### PDN straps and rails

(4 px per um) Pins as bars on the die edge.
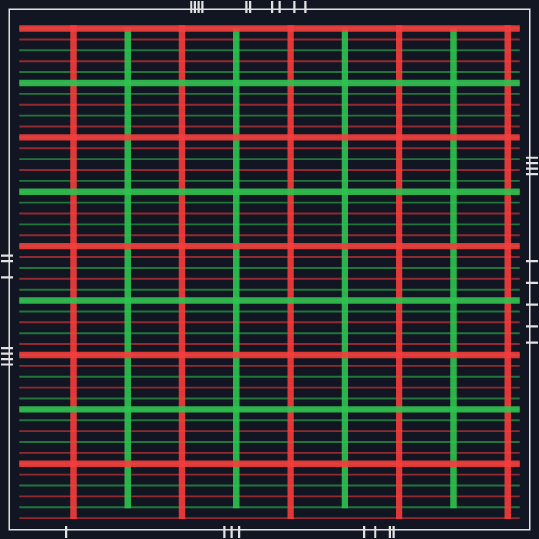
### Routed clock nets over the placement

(4 px per um)
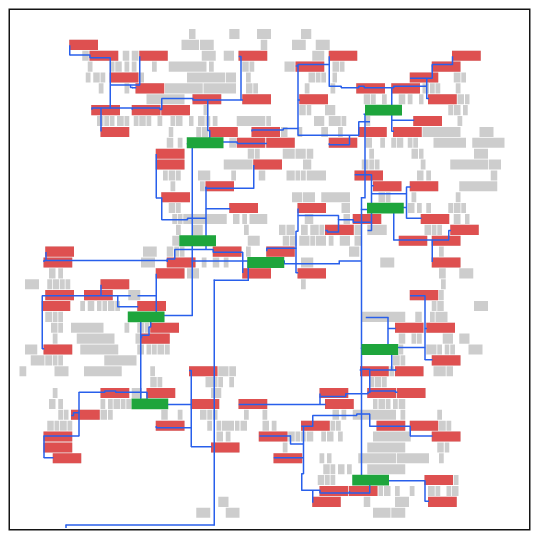
### Cell area per tile

(2 px per um) The die is cut into 13 by 13 equal tiles; white is low, dark blue is high, 0 to 100% covered.
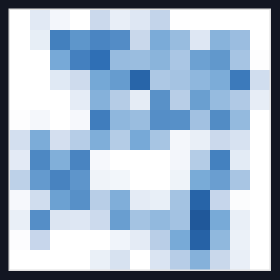
### Routing congestion map

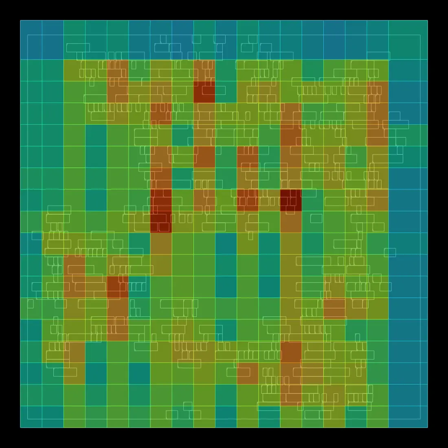
`config.mk`:
```
export PLATFORM = sky130hd
export DESIGN_NAME = pcbfpga_cfg_slice
export DESIGN_NICKNAME = d
export VERILOG_FILES = /design/src/rtl/pcbfpga_pkg.sv /design/src/rtl/pcbfpga_cell.sv /design/src/rtl/pcbfpga_cfg_slice.sv
export SDC_FILE = /design/constraint.sdc
export NUM_CORES = 1
export LEC_CHECK = 0
export CAP_MARGIN = 20
export CORE_MARGIN = 2
export CORE_UTILIZATION = 25
export CTS_CLUSTER_SIZE = 30
export DETAILED_ROUTE_END_ITERATION = 8
export PLACE_DENSITY = 0.47
export SLEW_MARGIN = 20
export SYNTH_ARGS = -nofsm -noshare
export SYNTH_HDL_FRONTEND = slang
export SYNTH_SLANG_ARGS = --single-unit
export TNS_END_PERCENT = 100
```
`constraint.sdc`:
```
create_clock -name CLK -period 2.9 [get_ports CLK]
set_input_delay 0.58 -clock CLK [delete_from_list [all_inputs] [get_ports CLK]]
set_output_delay 0.58 -clock CLK [all_outputs]
set_load 0.05 [all_outputs]
```
`src/rtl/pcbfpga_pkg.sv`:
```
// Shared types and sizing helpers for the configurable logic slice.
package pcbfpga_pkg;

   // Load sequencer states: empty chain, chain partially shifted, fabric running.
   typedef enum logic [1:0] {
      UNCFG = 2'd0,
      LOAD  = 2'd1,
      RUN   = 2'd2
   } cfg_state_e;

   // Mode-bit positions, relative to the end of the LUT INIT field.
   localparam int OFF_NO_ENABLE  = 0;
   localparam int OFF_HAS_RESET  = 1;
   localparam int OFF_ACTIVE_LOW = 2;
   localparam int OFF_REGISTERED = 3;

   // Config bits per cell: LUT truth table plus four mode bits.
   function automatic int cfg_cell_width(input int k);
      return (2 ** k) + 4;
   endfunction

   // Full chain length of a slice.
   function automatic int cfg_total(input int k, input int n);
      return n * cfg_cell_width(k);
   endfunction

endpackage

```
`src/rtl/pcbfpga_cell.sv`:
```
// One logic cell: K-input LUT with an optional flip-flop behind it.
// Mode bits come from the slice's config chain; run gates all FF activity.
module pcbfpga_cell
   import pcbfpga_pkg::*;
#(
   parameter int K  = 4,
   parameter int CW = cfg_cell_width(K)
) (
   input  logic          clk,
   input  logic          rst,
   input  logic          run,
   input  logic [CW-1:0] cfg,
   input  logic [K-1:0]  i,
   input  logic          ce,
   input  logic          sr,
   output logic          o
);

   localparam int LUT_SIZE = 2 ** K;

   logic [LUT_SIZE-1:0] init_s;
   logic                no_enable_s;
   logic                has_reset_s;
   logic                active_low_s;
   logic                registered_s;
   logic                f_s;
   logic                active_s;
   logic                rst_cond_s;
   logic                q_r;

   assign init_s       = cfg[LUT_SIZE-1:0];
   assign no_enable_s  = cfg[LUT_SIZE + OFF_NO_ENABLE];
   assign has_reset_s  = cfg[LUT_SIZE + OFF_HAS_RESET];
   assign active_low_s = cfg[LUT_SIZE + OFF_ACTIVE_LOW];
   assign registered_s = cfg[LUT_SIZE + OFF_REGISTERED];

   assign f_s        = init_s[i];
   assign active_s   = ce | no_enable_s;
   assign rst_cond_s = has_reset_s & (sr ^ active_low_s);

   // Cell flip-flop: cleared outside RUN; the reset condition only acts when enabled.
   always_ff @(posedge clk) begin
      if (rst) begin
         q_r <= 1'b0;
      end else if (!run) begin
         q_r <= 1'b0;
      end else if (active_s && rst_cond_s) begin
         q_r <= 1'b0;
      end else if (active_s) begin
         q_r <= f_s;
      end else begin
         q_r <= q_r;
      end
   end

   // Output select: registered or direct LUT value, forced low until configured.
   always_comb begin
      o = 1'b0;
      if (run) begin
         if (registered_s) begin
            o = q_r;
         end else begin
            o = f_s;
         end
      end else begin
         o = 1'b0;
      end
   end

endmodule

```
`src/rtl/pcbfpga_cfg_slice.sv`:
```
// Configurable logic slice: N LUT/FF cells whose INIT and mode bits are
// shifted in serially. CFG_DOUT lets several slices form one long chain.
module pcbfpga_cfg_slice
   import pcbfpga_pkg::*;
#(
   parameter int K = 4,
   parameter int N = 4
) (
   input  logic           CLK,
   input  logic           RST,
   input  logic           CFG_EN,
   input  logic           CFG_DIN,
   output logic           CFG_DOUT,
   output logic           CFG_DONE,
   input  logic [N*K-1:0] I,
   input  logic [N-1:0]   CE,
   input  logic [N-1:0]   SR,
   output logic [N-1:0]   O
);

   localparam int CW    = cfg_cell_width(K);
   localparam int TOTAL = cfg_total(K, N);
   localparam int CNTW  = $clog2(TOTAL + 1);
   localparam logic [CNTW-1:0] LAST_IDX = CNTW'(TOTAL - 1);

   cfg_state_e       state_r;
   cfg_state_e       state_nxt_s;
   logic [CNTW-1:0]  cnt_r;
   logic [TOTAL-1:0] cfg_r;
   logic             done_r;
   logic             shift_s;
   logic             last_s;
   logic             run_s;

   // Load sequencer: decides whether this edge shifts and when the chain is full.
   always_comb begin
      state_nxt_s = state_r;
      shift_s     = 1'b0;
      last_s      = 1'b0;
      case (state_r)
         UNCFG: begin
            if (CFG_EN) begin
               shift_s     = 1'b1;
               state_nxt_s = LOAD;
            end else begin
               state_nxt_s = UNCFG;
            end
         end
         LOAD: begin
            if (CFG_EN) begin
               shift_s = 1'b1;
               if (cnt_r == LAST_IDX) begin
                  last_s      = 1'b1;
                  state_nxt_s = RUN;
               end else begin
                  state_nxt_s = LOAD;
               end
            end else begin
               state_nxt_s = LOAD;
            end
         end
         RUN: begin
            state_nxt_s = RUN;
         end
         default: begin
            state_nxt_s = UNCFG;
         end
      endcase
   end

   // Sequencer state register; RUN is left only through RST.
   always_ff @(posedge CLK) begin
      if (RST) begin
         state_r <= UNCFG;
      end else begin
         state_r <= state_nxt_s;
      end
   end

   // Config shift chain and bit counter; both hold while CFG_EN is low or in RUN.
   always_ff @(posedge CLK) begin
      if (RST) begin
         cfg_r <= '0;
         cnt_r <= '0;
      end else if (shift_s) begin
         cfg_r <= {cfg_r[TOTAL-2:0], CFG_DIN};
         cnt_r <= cnt_r + CNTW'(1);
      end else begin
         cfg_r <= cfg_r;
         cnt_r <= cnt_r;
      end
   end

   // Done flag: set by the edge that shifts the final chain bit.
   always_ff @(posedge CLK) begin
      if (RST) begin
         done_r <= 1'b0;
      end else if (last_s) begin
         done_r <= 1'b1;
      end else begin
         done_r <= done_r;
      end
   end

   assign CFG_DOUT = cfg_r[TOTAL-1];
   assign CFG_DONE = done_r;
   assign run_s    = (state_r == RUN);

   for (genvar c = 0; c < N; c++) begin : g_cell
      pcbfpga_cell #(
         .K (K),
         .CW(CW)
      ) u_cell (
         .clk(CLK),
         .rst(RST),
         .run(run_s),
         .cfg(cfg_r[c*CW +: CW]),
         .i  (I[c*K +: K]),
         .ce (CE[c]),
         .sr (SR[c]),
         .o  (O[c])
      );
   end

endmodule

```
==> deck_impl_summary.md <==
Synthesis and Place & Route Summary

STA
  – Min Hold Slack: 0.464 ns
  – Max_slew headroom: 0.339
  – Final Hold Viols: 0
  – RSZ-0062 raised after global routing: false
  – Worst Max-Slew Pin Slew: 0.991 ns
  – Final setup viols: 0
  – Period utilization: 0.955
  – Fin crit period: 2.77 ns
  – Final setup margin: 0.129 ns
  – Fin. max-slew vios: 0
  – Fmax: 361 MHz

Logic synthesis
  – Aoi share: 0.146
  – Synth Instances: 458
  – Synth Seq Share: 0.476
  – Synthesized area per cell: 8.63 um2
  – Adder-Cell Fraction of Synth Area: 0.00316
  – Post-Synthesis Cell Area: 3950 um2
  – Biggest area cells: dfxtp_1, nand2_1, a21oi_1
  – Registers, synthesis: 94
  – Top logic family: simple AND/OR/NAND/NOR gates
  – # Cells Yosys: 458
  – Yosys top cell by area: dfxtp_1
  – Yosys chip area: 3950 um2
  – Synth Net Count: 487
  – Yosys simple share: 0.193
  – Multiplexer share: 0.129
  – Cell variety after synth: 29
  – Yosys warnings: 0
  – Top-area cell share: 0.476
  – XOR/XNOR Area Share: 0.0133

Die
  – Tap Cells: 211
  – Chip area: 16800 um2
  – Initial core utilization: 0.258
  – Core footprint: 15300 um2
  – Num rows: 45
  – I/O pins: 34

Critical path
  – FF-to-FF setup slack: 1.22 ns
  – WS Path Type: primary input to output port
  – Crit-path max cell delay: 0.55 ns
  – Crit path capture: O[2]
  – Worst path bufs/invs: 2
  – CP Data Required Time: 2.32 ns
  – Worst Reg-to-Reg Cells: 4
  – Critical Path Source Type: primary input
  – R2R Path End: g_cell[3].u_cell.q_r
  – Crit path capture type: output port
  – Family with the most delay on the worst path: multiplexers
  – Crit Path Max Fanout: 4
  – Worst-path cell chain: buf_2 -> mux4_1 -> mux4_2 -> o21a_1 -> buf_4
  – WP data arrival: 2.19 ns
  – Crit path from: I[10]
  – RR Startpoint: cfg_r[66]
  – Crit path depth: 5
  – CP max stage cell: mux4_1

Final layout
  – Biggest Area Class: combinational gates
  – Layout cells sized above 1: 0.0814
  – Comb area share: 0.399
  – ClkCell Share: 0.0727
  – Area growth syn-to-layout: 21.5%
  – Multi-Input Combinational: 326
  – Final #Nets: 503
  – Diodes inserted: 0
  – Non-clock buffer instance count of the final layout: 38
  – Comb. cell area: 1920 um2
  – CLK BUF: 11
  – Fill cell count: 1632
  – Non-filler cells, final: 690
  – Non-clk buf share: 0.0776
  – Register fraction of the total cell area: 0.392
  – Non-clk invs: 5
  – Sequential cell count: 94
  – Flop area: 1880 um2

Placement
  – Dpl cells: 674
  – Detailed placement HPWL: 5.82 mm
  – Placer Congestion: 0.721
  – Port Buffers: 33
  – Pre-CTS setup slack: -0.339 ns

Global routing
  – Global-route wire length before repair: 14.8 mm
  – Antenna violations before repair: 0
  – Number of global-route vias before repair: 2998
  – Gr ovfl total: 0
  – Maximum number of pins on one net before global-route repair: 91

Clocking
  – CTS max path bufs: 2
  – Cts hold-fix bufs: 0
  – TritonCTS Buffers: 9
  – Htree depth: 3
  – TritonCTS clock tree: done
  – Setup Buffers After CTS: 0
  – Clk sinks: 94
  – Reg clk slew, reported paths: 0.07 ns
  – Post_cts resized: 12
  – Root Buffer: clkbuf_16

Status
  – Status: completed

Power and ir drop
  – Switching Fraction: 0.208
  – Sequential share of power: 0.464
  – LEAKAGE: 0.00162 uW
  – Pwr Density: 583 nW/um2
  – Comb pwr share: 0.048
  – Clock group share of total power: 0.488
  – Internal power: 2220 uW
  – Net switching power: 583 uW

Drt
  – Initial DRC Count: 182
  – First-pass iteration count of the detailed router: 4
  – Wire length after detailed routing: 8.85 mm
  – Vias per inst: 4.60
  – Drc violations: 0
  – Routed via count: 3177
  – Post-route ant nets: 0

Worst hold path
  – Worst Hold Path Cells: 2
  – WHS Endpoint: cfg_r[46]
  – Hold Startpoint: cfg_r[46]
  – Hold crit path type: flip-flop to flip-flop

Job
  – Max cap viols: 0
  – OpenROAD warning count: 26
Back to the opening pictures, 'PDN straps and rails':
| color | net |
|---|---|
| red | VSS |
| green | VDD |
met4 straps: 9
met1 rails: 46
VDD IR max: 0.000274 V
die width: 130 um

Back to the opening pictures, 'Routed clock nets over the placement':
[blue] clock wires | length: 1250 um
[red] flip-flops | count: 94
[green] clock-net drivers | count: 9
routed clock nets: 10
Setup Skew: 0.00733 ns
Clock Latency Late Sink: 0.34 ns

Back to the opening pictures, 'Cell area per tile':
mean over tiles: 27%
fullest tile: 84%
tiles over 75% full: 2.4%
densest ninth of the die: top middle
nearly empty tiles: 25%

Back to the opening pictures, 'Routing congestion map':
all-layer global routing usage: 0.113
drt wl/cell: 12.8 um
most used routing layer: met2
GR Util met1: 0.141

[Yosys cell counts (all sizes together)]
cell type,number
buf,5
or2,1
o2bb2ai,4
nor2b,1
xnor2,1
nand3,1
a211oi,4
inv,5
nand3b,1
nand4,1
nor3,1
a21oi,91
or3,2
nor4,1
dfxtp,94
or4,3
nand2,170
nand2b,2
nor2,7
clkbuf,28
o21ai,2
o31ai,2
o21a,4
ha,1
or3b,1
mux4,20
xor2,5
[through the flow]
| stage | TNS, ns | total power [uW] | instance area (um2) | util |
|---|---|---|---|---|
| 2_1_floorplan | 0 | 1400 | 3950 | - |
| 3_3_place_gp | -1.11 | 1470 | 4480 | 0.292 |
| 3_5_place_dp | -1.23 | 1470 | 4480 | 0.292 |
| 4_1_cts | 0 | 2850 | 4830 | 0.315 |
| 5_1_grt | 0 | 2910 | 4800 | 0.314 |
| 6_report | 0 | 2800 | 4800 | 0.314 |
[routing by layer]
metal,part of all wire,GRT usage
met4,0.025,0.0607
met2,0.46,0.184
met5,0,0
met3,0.039,0.0221
met1,0.48,0.141
[power by group through the flow]
stage,combinational [uW],sequential (uW),clock (uW)
6_report,135,1300,1370
2_1_floorplan,70.3,1330,0
3_3_place_gp,139,1330,0
4_1_cts,139,1300,1410
5_1_grt,147,1300,1460
3_5_place_dp,140,1330,0
[cell usage in the layout, fill, tap and decap left out, types with 5 or more instances in the layout]
cell             count
nand2_1            170
mux4_1              14
a21oi_1             91
buf_4                6
nor2_1               7
clkbuf_16            9
mux4_2               6
inv_1                5
xor2_1               5
dfxtp_1             94
clkdlybuf4s50_1     20
[sequential cells by signal, indices dropped and copies added, names as in the netlist]
register	cells
state_r	2
cfg_r	80
g_cell.u_cell.q_r	4
cnt_r	7
CFG_DONE	1
Power and IR drop assume default switching activity.
